<file path="src/rtl/uart_rx_packetizer_if.sv">
// Bus between the UART receiver, the packetizer and the ATC command decoder.
// The master drives received words and pkt_ready; the slave (packetizer)
// drives the packet outputs and the drop accounting.
interface uart_rx_packetizer_if #(
  parameter int PAYLOAD_WORDS = 3
);
  logic [8:0]                 rx_data;
  logic                       rx_done;
  logic                       rx_framing_error;
  logic                       pkt_valid;
  logic                       pkt_ready;
  logic [7:0]                 pkt_header;
  logic [PAYLOAD_WORDS*8-1:0] pkt_payload;
  logic                       pkt_dropped;
  logic [7:0]                 drop_count;

  modport master (
    output rx_data, rx_done, rx_framing_error, pkt_ready,
    input  pkt_valid, pkt_header, pkt_payload, pkt_dropped, drop_count
  );

  modport slave (
    input  rx_data, rx_done, rx_framing_error, pkt_ready,
    output pkt_valid, pkt_header, pkt_payload, pkt_dropped, drop_count
  );
endinterface

</file>
<file path="src/rtl/uart_rx_packetizer.sv">
// UART word packetizer: collects a header word (bit 8 set) plus
// PAYLOAD_WORDS data words into a packet, hands it to the consumer over
// valid/ready and discards/counts aborted or overflowing packets.
module uart_rx_packetizer #(
  parameter int PAYLOAD_WORDS  = 3,
  parameter int TIMEOUT_CYCLES = 120000
) (
  input  logic                 clock,
  input  logic                 reset,
  uart_rx_packetizer_if.slave  bus
);

  localparam int TW = $clog2(TIMEOUT_CYCLES + 1);
  localparam logic [TW-1:0] TIMEOUT_LAST = TW'(TIMEOUT_CYCLES - 1);
  localparam logic [3:0]    IDX_LAST     = 4'(PAYLOAD_WORDS - 1);

  typedef enum logic [0:0] {HUNT, COLLECT} state_t;

  state_t                     state_reg, state_next;
  logic [3:0]                 idx_reg, idx_next;
  logic [TW-1:0]              timeout_reg, timeout_next;
  logic [7:0]                 header_reg, header_next;

  logic                       accept;
  logic                       store_en;
  logic                       complete;
  logic                       abort_drop;
  logic                       load_ok;
  logic                       load;
  logic                       drop_any;
  logic [PAYLOAD_WORDS*8-1:0] assembled;

  logic                       pkt_valid_reg;
  logic [7:0]                 pkt_header_reg;
  logic [PAYLOAD_WORDS*8-1:0] pkt_payload_reg;
  logic                       pkt_dropped_reg;
  logic [7:0]                 drop_count_reg;

  // A word with a framing error in the same cycle is never accepted.
  assign accept = bus.rx_done && !bus.rx_framing_error;

  // The output register can take a new packet if empty or being drained now.
  assign load_ok  = !pkt_valid_reg || bus.pkt_ready;
  assign load     = complete && load_ok;
  assign drop_any = abort_drop || (complete && !load_ok);

  // Payload slots; the word arriving this cycle is bypassed into the
  // assembled image so the final word can be loaded straight to the output.
  genvar gi;
  generate
    for (gi = 0; gi < PAYLOAD_WORDS; gi++) begin : g_slot
      logic [7:0] slot_reg;
      logic       slot_hit;
      assign slot_hit = store_en && (idx_reg == 4'(gi));
      assign assembled[(PAYLOAD_WORDS-1-gi)*8 +: 8] =
        slot_hit ? bus.rx_data[7:0] : slot_reg;
      // Capture the data byte destined for this slot.
      always_ff @(posedge clock) begin
        if (reset) slot_reg <= '0;
        else if (slot_hit) slot_reg <= bus.rx_data[7:0];
      end
    end
  endgenerate

  // Next-state logic: packet framing, abort priorities and timeout counting.
  always_comb begin
    state_next   = state_reg;
    idx_next     = idx_reg;
    timeout_next = timeout_reg;
    header_next  = header_reg;
    store_en     = 1'b0;
    complete     = 1'b0;
    abort_drop   = 1'b0;
    case (state_reg)
      HUNT: begin
        if (accept && bus.rx_data[8]) begin
          header_next  = bus.rx_data[7:0];
          idx_next     = '0;
          timeout_next = '0;
          state_next   = COLLECT;
        end
      end
      COLLECT: begin
        if (bus.rx_framing_error) begin
          abort_drop   = 1'b1;
          idx_next     = '0;
          timeout_next = '0;
          state_next   = HUNT;
        end else if (!accept && (timeout_reg == TIMEOUT_LAST)) begin
          abort_drop   = 1'b1;
          idx_next     = '0;
          timeout_next = '0;
          state_next   = HUNT;
        end else if (accept && bus.rx_data[8]) begin
          // A fresh header kills the partial packet and restarts collection.
          abort_drop   = 1'b1;
          header_next  = bus.rx_data[7:0];
          idx_next     = '0;
          timeout_next = '0;
        end else if (accept) begin
          store_en     = 1'b1;
          timeout_next = '0;
          if (idx_reg == IDX_LAST) begin
            complete   = 1'b1;
            idx_next   = '0;
            state_next = HUNT;
          end else begin
            idx_next = idx_reg + 4'd1;
          end
        end else begin
          timeout_next = timeout_reg + TW'(1);
        end
      end
      default: state_next = HUNT;
    endcase
  end

  // Assembly-side state registers.
  always_ff @(posedge clock) begin
    if (reset) begin
      state_reg   <= HUNT;
      idx_reg     <= '0;
      timeout_reg <= '0;
      header_reg  <= '0;
    end else begin
      state_reg   <= state_next;
      idx_reg     <= idx_next;
      timeout_reg <= timeout_next;
      header_reg  <= header_next;
    end
  end

  // Output register, handshake and saturating drop accounting.
  always_ff @(posedge clock) begin
    if (reset) begin
      pkt_valid_reg   <= 1'b0;
      pkt_header_reg  <= '0;
      pkt_payload_reg <= '0;
      pkt_dropped_reg <= 1'b0;
      drop_count_reg  <= '0;
    end else begin
      if (load) begin
        pkt_valid_reg   <= 1'b1;
        pkt_header_reg  <= header_reg;
        pkt_payload_reg <= assembled;
      end else if (bus.pkt_ready) begin
        pkt_valid_reg <= 1'b0;
      end
      pkt_dropped_reg <= drop_any;
      if (drop_any && (drop_count_reg != 8'hFF))
        drop_count_reg <= drop_count_reg + 8'd1;
    end
  end

  assign bus.pkt_valid   = pkt_valid_reg;
  assign bus.pkt_header  = pkt_header_reg;
  assign bus.pkt_payload = pkt_payload_reg;
  assign bus.pkt_dropped = pkt_dropped_reg;
  assign bus.drop_count  = drop_count_reg;

endmodule

</file>
<file path="src/flat_wrapper.sv">
// flat-port wrapper written by rule: the top's interface ports become plain ports
module uart_rx_packetizer_flat 
#(
  parameter int PAYLOAD_WORDS  = 3,
  parameter int TIMEOUT_CYCLES = 120000
)
  (clock, reset, bus_rx_data, bus_rx_done, bus_rx_framing_error, bus_pkt_ready, bus_pkt_valid, bus_pkt_header, bus_pkt_payload, bus_pkt_dropped, bus_drop_count);
  uart_rx_packetizer_if #(.PAYLOAD_WORDS(PAYLOAD_WORDS)) bus_i ();
  input  logic clock;
  input  logic reset;
  input wire logic [$bits(bus_i.rx_data)-1:0] bus_rx_data;
  input wire logic [$bits(bus_i.rx_done)-1:0] bus_rx_done;
  input wire logic [$bits(bus_i.rx_framing_error)-1:0] bus_rx_framing_error;
  input wire logic [$bits(bus_i.pkt_ready)-1:0] bus_pkt_ready;
  output wire logic [$bits(bus_i.pkt_valid)-1:0] bus_pkt_valid;
  output wire logic [$bits(bus_i.pkt_header)-1:0] bus_pkt_header;
  output wire logic [$bits(bus_i.pkt_payload)-1:0] bus_pkt_payload;
  output wire logic [$bits(bus_i.pkt_dropped)-1:0] bus_pkt_dropped;
  output wire logic [$bits(bus_i.drop_count)-1:0] bus_drop_count;
  assign bus_i.rx_data = bus_rx_data;
  assign bus_i.rx_done = bus_rx_done;
  assign bus_i.rx_framing_error = bus_rx_framing_error;
  assign bus_i.pkt_ready = bus_pkt_ready;
  assign bus_pkt_valid = bus_i.pkt_valid;
  assign bus_pkt_header = bus_i.pkt_header;
  assign bus_pkt_payload = bus_i.pkt_payload;
  assign bus_pkt_dropped = bus_i.pkt_dropped;
  assign bus_drop_count = bus_i.drop_count;
  uart_rx_packetizer #(.PAYLOAD_WORDS(PAYLOAD_WORDS), .TIMEOUT_CYCLES(TIMEOUT_CYCLES)) u_core (.clock(clock), .reset(reset), .bus(bus_i));
endmodule
</file>
<file path="config.mk">
export PLATFORM = sky130hd
export DESIGN_NAME = uart_rx_packetizer_flat
export DESIGN_NICKNAME = d
export VERILOG_FILES = /design/src/rtl/uart_rx_packetizer_if.sv /design/src/rtl/uart_rx_packetizer.sv /design/src/flat_wrapper.sv
export SDC_FILE = /design/constraint.sdc
export NUM_CORES = 1
export LEC_CHECK = 0
export CAP_MARGIN = 0
export CORE_MARGIN = 5
export CORE_UTILIZATION = 56
export CTS_BUF_LIST = sky130_fd_sc_hd__clkbuf_2
export CTS_CLUSTER_SIZE = 40
export DETAILED_ROUTE_END_ITERATION = 12
export GPL_TIMING_DRIVEN = 0
export PLACE_DENSITY = 0.82
export SLEW_MARGIN = 20
export SYNTH_ARGS = -nofsm -noshare
export SYNTH_HDL_FRONTEND = slang
export SYNTH_SLANG_ARGS = --single-unit
</file>
<file path="constraint.sdc">
create_clock -name clock -period 2.6 [get_ports clock]
set_clock_uncertainty 0.15 [all_clocks]
set_input_delay 0.52 -clock clock [delete_from_list [all_inputs] [get_ports clock]]
set_output_delay 0.52 -clock clock [all_outputs]
set_load 0.05 [all_outputs]
</file>
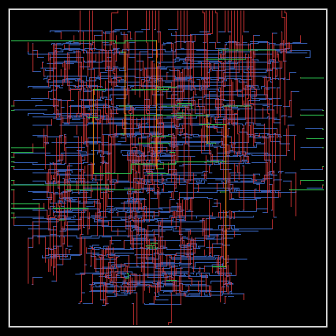
Figure 1: run 1, signal wires by layer.
| layer | colour | wire length |
|---|---|---|
| M4 | orange | 135 um |
| M3 | green | 380 um |
| M2 | red | 4390 um |
| M1 | blue | 4230 um |

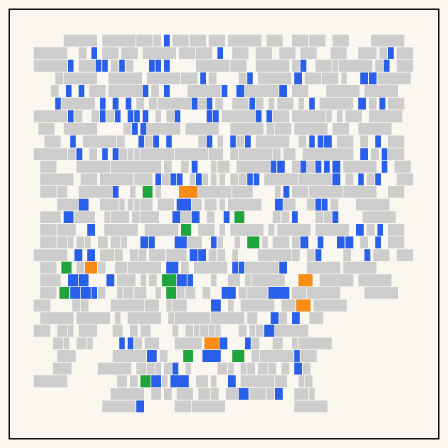
Figure 2: run 1, gate-type map.
| family | colour | cells |
|---|---|---|
| and/or cells | green | 11 |
| nand cells | blue | 145 |
| non-inverting ao/oa cells | orange | 5 |
logic share of the area: 40.2%
most numerous logic cell after layout: nand2_1

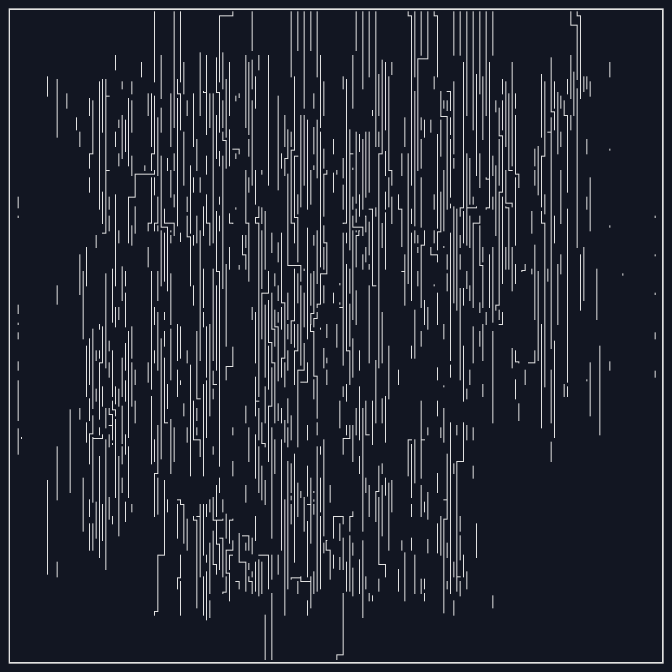
Figure 3: run 1, met2 routing.
share of all routed wire: 48%
wire length on this layer: 4390 um
nets with wire on the layer: 453
main direction: vertical
longest straight run: 32.6 um
final WL: 9140 um
vias after detailed routing: 3472
GR Util met2: 36.9%

==> results.toml, run 1 <==
# yosys + openroad results
[worst_setup_path]
required_ns = 1.93
critPathMaxFanout = 6
r2r_cells = 6
r2r-start = "u_core.timeout_reg[0]$_SDFFE_PP0P_"
cpLargestDelayFamily = "buffers and inverters"
crit_path_start = "u_core.bus.drop_count[3]$_SDFFE_PP0P_"

[global_routing]
grt_pass1_wl_um = 15600
grt_max_degree = 16

[pwr]
seq-power_w = 0.00136
comb_cell_power_w = 0.000114
p_sw_w = 0.000550
powerDensity_nw_per_um2 = 497
p_int_w = 0.00172
total_power_w = 0.00227
p_clk_w = 0.000794

[final_layout]
finalNonFillerCells = 610
comb_cells = 334
clkCellAreaFrac_pct = 3.03
final-nonclk-buf-share_pct = 15.5
logic_area_um2 = 1840
final_core_util_pct = 68.5

[final_timing]
setup_viol = 0
hold_viol = 0
whs_ns = 0.175
fmax_ghz = 0.399
fin_setup_tns_ns = 0

[synthesis]
ys_async_sr_fraction_pct = 0
ff_type = "dfxtp_1"
yosys.area_share.simple_pct = 26.5
top_area_share_pct = 46.5
synth_top_cell_by_count = "nand2_1"
yosysTopAreaCell = "dfxtp_1"
yosys.cell_types.count = 51
ys_sh_xor_pct = 0.462
ys.flops = 88
postSynthCellCount = 461
adder_share_pct = 0.660
avgSynthCellArea_um2 = 8.22
syn_area_um2 = 3790
syn_nets = 477

[clock_network]
cts_setup_buffers = 0
ctsResizeCount = 0
cts-root-buf = "clkbuf_2"
numCtsBuffers = 9
cts_tree = "built"

[hold_path]
holdPathStages = 3
hold_path.class = "in2reg"
worstHoldStart = "bus_rx_done"

[drt]
wl_per_cell_um = 15.0
drt-pass1-iter-count = 5
drcViolationCount = 0
route.met3.wl_um = 379
vias_per_cell = 5.69

[placed_design]
postPlaceCellArea_um2 = 4430
dpl.cell_count = 595

[floorplan]
std_cell_rows = 30
nWellTaps = 80
io_pins = 56
fp.dieW_um = 92.3

[outcome]
status = "complete, no violations"
Figure 4. Cell area per tile (run 1).
The die is cut into 9 by 9 equal tiles; white is low, dark blue is high, 0 to 100% covered.
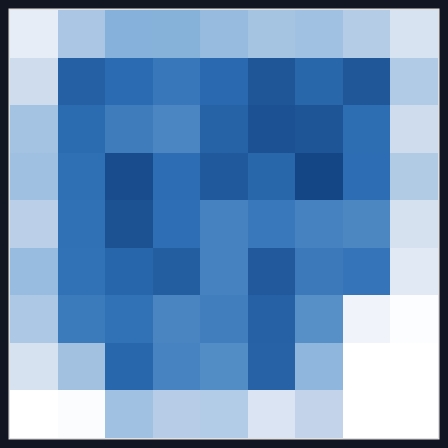

==> run 2: changes to the inputs <==
--- a/config.mk
+++ b/config.mk
@@ -7,12 +7,13 @@
 export LEC_CHECK = 0
 export CAP_MARGIN = 0
 export CORE_MARGIN = 5
-export CORE_UTILIZATION = 56
+export CORE_UTILIZATION = 45
 export CTS_BUF_LIST = sky130_fd_sc_hd__clkbuf_2
 export CTS_CLUSTER_SIZE = 40
 export DETAILED_ROUTE_END_ITERATION = 12
 export GPL_TIMING_DRIVEN = 0
-export PLACE_DENSITY = 0.82
+export MAX_ROUTING_LAYER = met4
+export PLACE_DENSITY = 0.68
 export SLEW_MARGIN = 20
 export SYNTH_ARGS = -nofsm -noshare
 export SYNTH_HDL_FRONTEND = slang
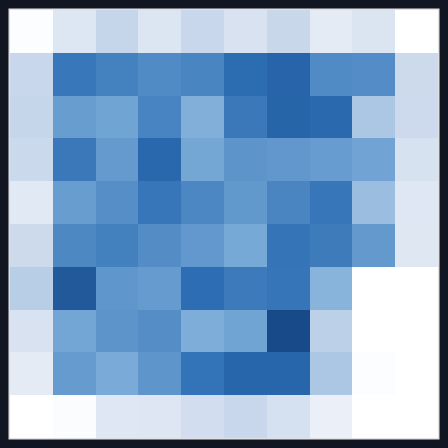
Figure 5: run 2, cell area per tile.
The die is cut into 10 by 10 equal tiles; white is low, dark blue is high, 0 to 100% covered.
nearly empty tiles: 12%
tiles over 75% full: 10%
fullest tile: 90%

==> run 2 against run 1 <==
  * Clock-buffer cell count is 1 higher
  * Setup slack better by 0.015 ns
  * Sequential share of layout area is 0.10 points lower
  * Highest routed layer unchanged
  * Synthesized area stayed put
  * Critical path type unchanged
  * Register-to-register slack worse by 0.05 ns
  * Cell count is 4.3% higher
  * Largest cell class unchanged
  * Sequential cell count stayed put
==> results.toml, run 2 <==
# yosys + openroad results
[synthesis]
logic_family = "simple AND/OR/NAND/NOR gates"
postSynthCellCount = 461
ys_async_sr_fraction_pct = 0
yosysTopAreaCell = "dfxtp_1"
yosys.area_share.simple_pct = 26.5
adder_share_pct = 0.660
yosys.cell_types.count = 51
top_area_share_pct = 46.5
synth_top_cell_by_count = "nand2_1"
ys.warnings.count = 0
ff_type = "dfxtp_1"
ys_area_um2 = 3790
syn_nets = 477
ys_cells = 461
avgSynthCellArea_um2 = 8.22
aoi_share_pct = 15.7
syn_area_um2 = 3790
ys_sh_xor_pct = 0.462
ys.flops = 88

[clock_network]
cts_setup_buffers = 0
h-tree-depth = 3
cts-root-buf = "clkbuf_2"
numCtsBuffers = 9
cts_tree = "built"
numClockSinks = 88
ctsResizeCount = 0
postCtsHoldBufs = 0

[floorplan]
fp.dieH_um = 102
io_pins = 56
fp.dieW_um = 102
fp-utilization_pct = 46.1
nWellTaps = 105
std_cell_rows = 33

[pwr]
p_int_w = 0.00164
seq-power_w = 0.00136
pwr-share-comb_pct = 5.2
powerDensity_nw_per_um2 = 484
clkPwrFrac_pct = 33.4
p_clk_w = 0.000742
total_power_w = 0.00222
power.group.top = "sequential cells"
p_sw_w = 0.000579
comb_cell_power_w = 0.000115

[final_timing]
whs_ns = 0.155
relSlewSlack_pct = 46.9
fmax_ghz = 0.401
setup_viol = 0
hold_viol = 0
period_used_pct = 95.9
fin_setup_tns_ns = 0

[drt]
drcViolationCount = 0
vias_per_cell = 5.38
ant_nets = 0
route.met3.wl_um = 258
met1_length_um = 4560
wl_per_cell_um = 14.4
drt-pass1-iter-count = 4
drt-initial-drc-count = 131
totalWireLength_um = 9180
vias = 3419

[worst_setup_path]
r2r_end = "u_core.bus.drop_count[2]$_SDFFE_PP0P_"
critPathMaxFanout = 7
r2r_cells = 7
r2r-start = "u_core.timeout_reg[0]$_SDFFE_PP0P_"
cpLargestDelayFamily = "buffers and inverters"
crit_path_start = "u_core.bus.drop_count[0]$_SDFFE_PP0P_"
crit_end = "bus_drop_count[0]"
required_ns = 1.93

[hold_path]
worstHoldStart = "bus_rx_done"
hold_path.class = "in2reg"
holdPathStages = 3

[global_routing]
grt_pass1_wl_um = 15300
grt_max_degree = 17

[final_layout]
comb_cells = 334
fin_area_um2 = 4590
fill_cells = 777
final-nonclk-buf-share_pct = 15.3
clkCellAreaFrac_pct = 2.73
logic_area_um2 = 1840
finalNonFillerCells = 636
layout_top_cell = "nand2_1"
comb_share_pct = 40.1

[placed_design]
dpl.cell_count = 620
postPlaceCellArea_um2 = 4460
gp_congestion = 0.854

[outcome]
status = "complete, no violations"
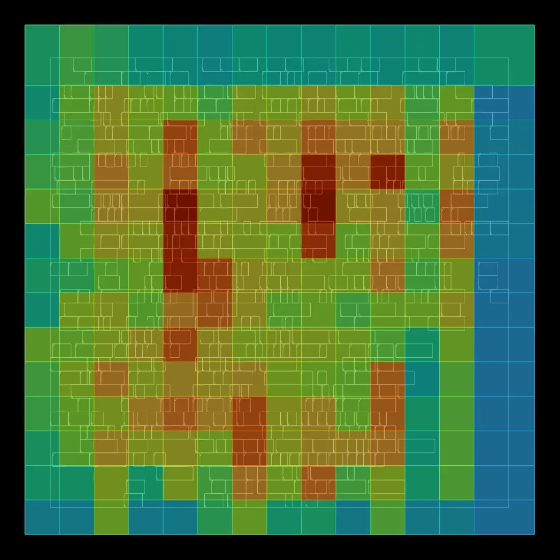
Figure 6: run 2, congestion heat map.
GR Util met2: 28.9%
gr usage total: 18.9%
Global Route met1 Usage: 25.4%
post-layout util: 55.9%
GR Util met3: 2.34%

Figure 7. Gate-type map (run 2).
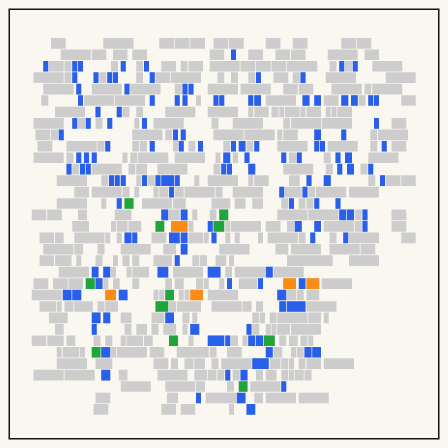

==> run 3: changes to the inputs <==
--- a/config.mk
+++ b/config.mk
@@ -7,13 +7,12 @@
 export LEC_CHECK = 0
 export CAP_MARGIN = 0
 export CORE_MARGIN = 5
-export CORE_UTILIZATION = 45
+export CORE_UTILIZATION = 25
 export CTS_BUF_LIST = sky130_fd_sc_hd__clkbuf_2
 export CTS_CLUSTER_SIZE = 40
 export DETAILED_ROUTE_END_ITERATION = 12
 export GPL_TIMING_DRIVEN = 0
 export MAX_ROUTING_LAYER = met4
-export PLACE_DENSITY = 0.68
 export SLEW_MARGIN = 20
 export SYNTH_ARGS = -nofsm -noshare
 export SYNTH_HDL_FRONTEND = slang
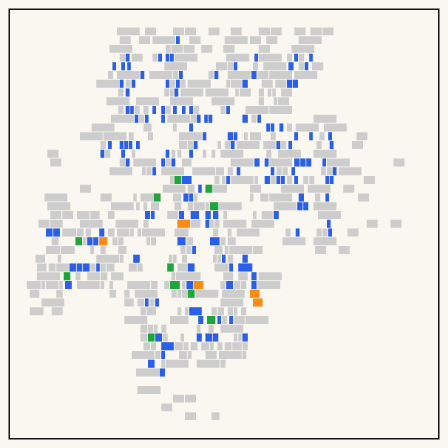
Figure 8: run 3, gate-type map.
| family | colour | cells |
|---|---|---|
| non-inverting ao/oa cells | orange | 5 |
| and/or cells | green | 11 |
| nand cells | blue | 145 |
logic share of the area: 39.5%
Non-Filler Instances: 720

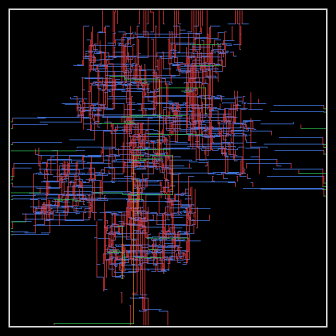
Figure 9: run 3, signal wires by layer.
gr usage total: 11.9%
WL per Instance: 14.1 um
vias after detailed routing: 3463

==> run 3 against run 2 <==
  * Core utilization down 25 points
  * First-iteration DRC count up 69%
  * Final area up 1.7%
  * Clock power down 18%
  * Global-route usage down 7.0 points
  * Sequential share of layout area down 0.65 points
  * Via count up 1.3%
  * Synthesized cell count unchanged
  * Largest cell class unchanged
==> results.toml, run 3 <==
# yosys + openroad results
[drt]
route.met3.wl_um = 406
drcViolationCount = 0
drt-initial-drc-count = 222
drt-pass1-iter-count = 6
totalWireLength_um = 10200
met1_length_um = 4840
wl_met2_um = 4750
vias_per_cell = 4.81
ant_nets = 0

[floorplan]
die-area_um2 = 17700
fp.dieW_um = 133
core-area_um2 = 15000
nWellTaps = 188
io_pins = 56
fp.dieH_um = 133
std_cell_rows = 45
fp-utilization_pct = 25.2

[synthesis]
ys.flops = 88
ys_cells = 461
ff_type = "dfxtp_1"
adder_share_pct = 0.660
top_area_share_pct = 46.5
postSynthCellCount = 461
synth_top_cell_by_count = "nand2_1"
ys.warnings.count = 0
syn_nets = 477
aoi_share_pct = 15.7
seq_area_frac_synth_pct = 46.5
avgSynthCellArea_um2 = 8.22
yosys.area_share.simple_pct = 26.5
ys_async_sr_fraction_pct = 0
syn_area_um2 = 3790
synth.top_cells.by_count = "nand2_1 (93), dfxtp_1 (88), a21oi_1 (70)"
logic_family = "simple AND/OR/NAND/NOR gates"
yosysTopAreaCell = "dfxtp_1"
ys_top_cells_by_area = "dfxtp_1 (46%), a21oi_1 (9.2%), nand2_1 (9.2%), nand3_1 (4.4%), mux2i_1 (3.2%)"
ys_area_um2 = 3790
ys_sh_xor_pct = 0.462
yosys.cell_types.count = 51
mux_share_pct = 5.25
edf_count = 0

[final_timing]
finalCriticalPeriod_ns = 2.46
fmax_ghz = 0.407
fin_setup_tns_ns = 0
tightest_slew_ns = 0.814
setup_viol = 0
whs_ns = 0.164
drv_slew = 0
period_used_pct = 94.6
hold_viol = 0
setup_slack_ns = 0.141
relSlewSlack_pct = 45.3

[worst_setup_path]
cpLargestDelayFamily = "buffers and inverters"
cp.depth = 1
worstSetupPathType = "reg2out"
critPathMaxFanout = 2
crit_path_start = "u_core.bus.pkt_valid$_SDFFE_PP0P_"
r2r_cells = 7
r2r_end = "u_core.bus.drop_count[4]$_SDFFE_PP0P_"
worst-path-buf-inv = 1
required_ns = 1.93
crit_end = "bus_pkt_valid"
critPathMaxStageDelay_ns = 0.82
r2r-start = "u_core.timeout_reg[0]$_SDFFE_PP0P_"
arrival_ns = 1.79
start_kind = "flip-flop"
r2r_setup_slack_ns = 0.28
crit_chain = "clkdlybuf4s50_1"

[final_layout]
largest_reg_flops = 24
final_core_util_pct = 31.1
fill_cells = 1563
logic_area_um2 = 1840
nNetsFinal = 542
nClkBuffers = 10
flop_area_um2 = 1760
layout_top_cell = "nand2_1"
final-nonclk-buf-share_pct = 15.1
clkCellAreaFrac_pct = 2.01
fin_area_um2 = 4670
nFlopsAndLatches = 88
comb_cells = 334
n_all_buffers = 86

[pwr]
total_power_w = 0.00209
p_int_w = 0.00153
powerDensity_nw_per_um2 = 448
comb_cell_power_w = 0.000117
power.group.top = "sequential cells"
switching_share_pct = 26.8
p_clk_w = 0.000610
seq-power_w = 0.00136
p_sw_w = 0.000561
pwr-share-comb_pct = 5.6
clkPwrFrac_pct = 29.2
seqPwrFrac_pct = 65.2

[hold_path]
worstHoldStart = "bus_rx_done"
whs_endpoint = "u_core.timeout_reg[1]$_SDFFE_PP0P_"
holdPathStages = 3
hold_path.class = "in2reg"

[placed_design]
dpl.cell_count = 703
place_ws_ns = -0.347
port_buffers = 54
gp_congestion = 0.874
postPlaceCellArea_um2 = 4570

[clock_network]
cts_tree = "built"
clk_path_buf_depth = 2
cts_setup_buffers = 0
ctsResizeCount = 3
h-tree-depth = 3
numClockSinks = 88
cts-root-buf = "clkbuf_2"
postCtsHoldBufs = 0
path_clk_slew_ns = 0.25
numCtsBuffers = 9

[flow_run]
warnings = 26
maxCapViolations = 0

[global_routing]
met1_usage_pct = 15.5
grt_max_degree = 16
grt-ovfl-total = 0
grt_pass1_wl_um = 16800
met2_usage_pct = 18.4
use_met3_pct = 2.38
antenna_found_initial = 1

[outcome]
status = "complete, no violations"
Power figures rest on the tool's default switching activity, not on a simulated workload.
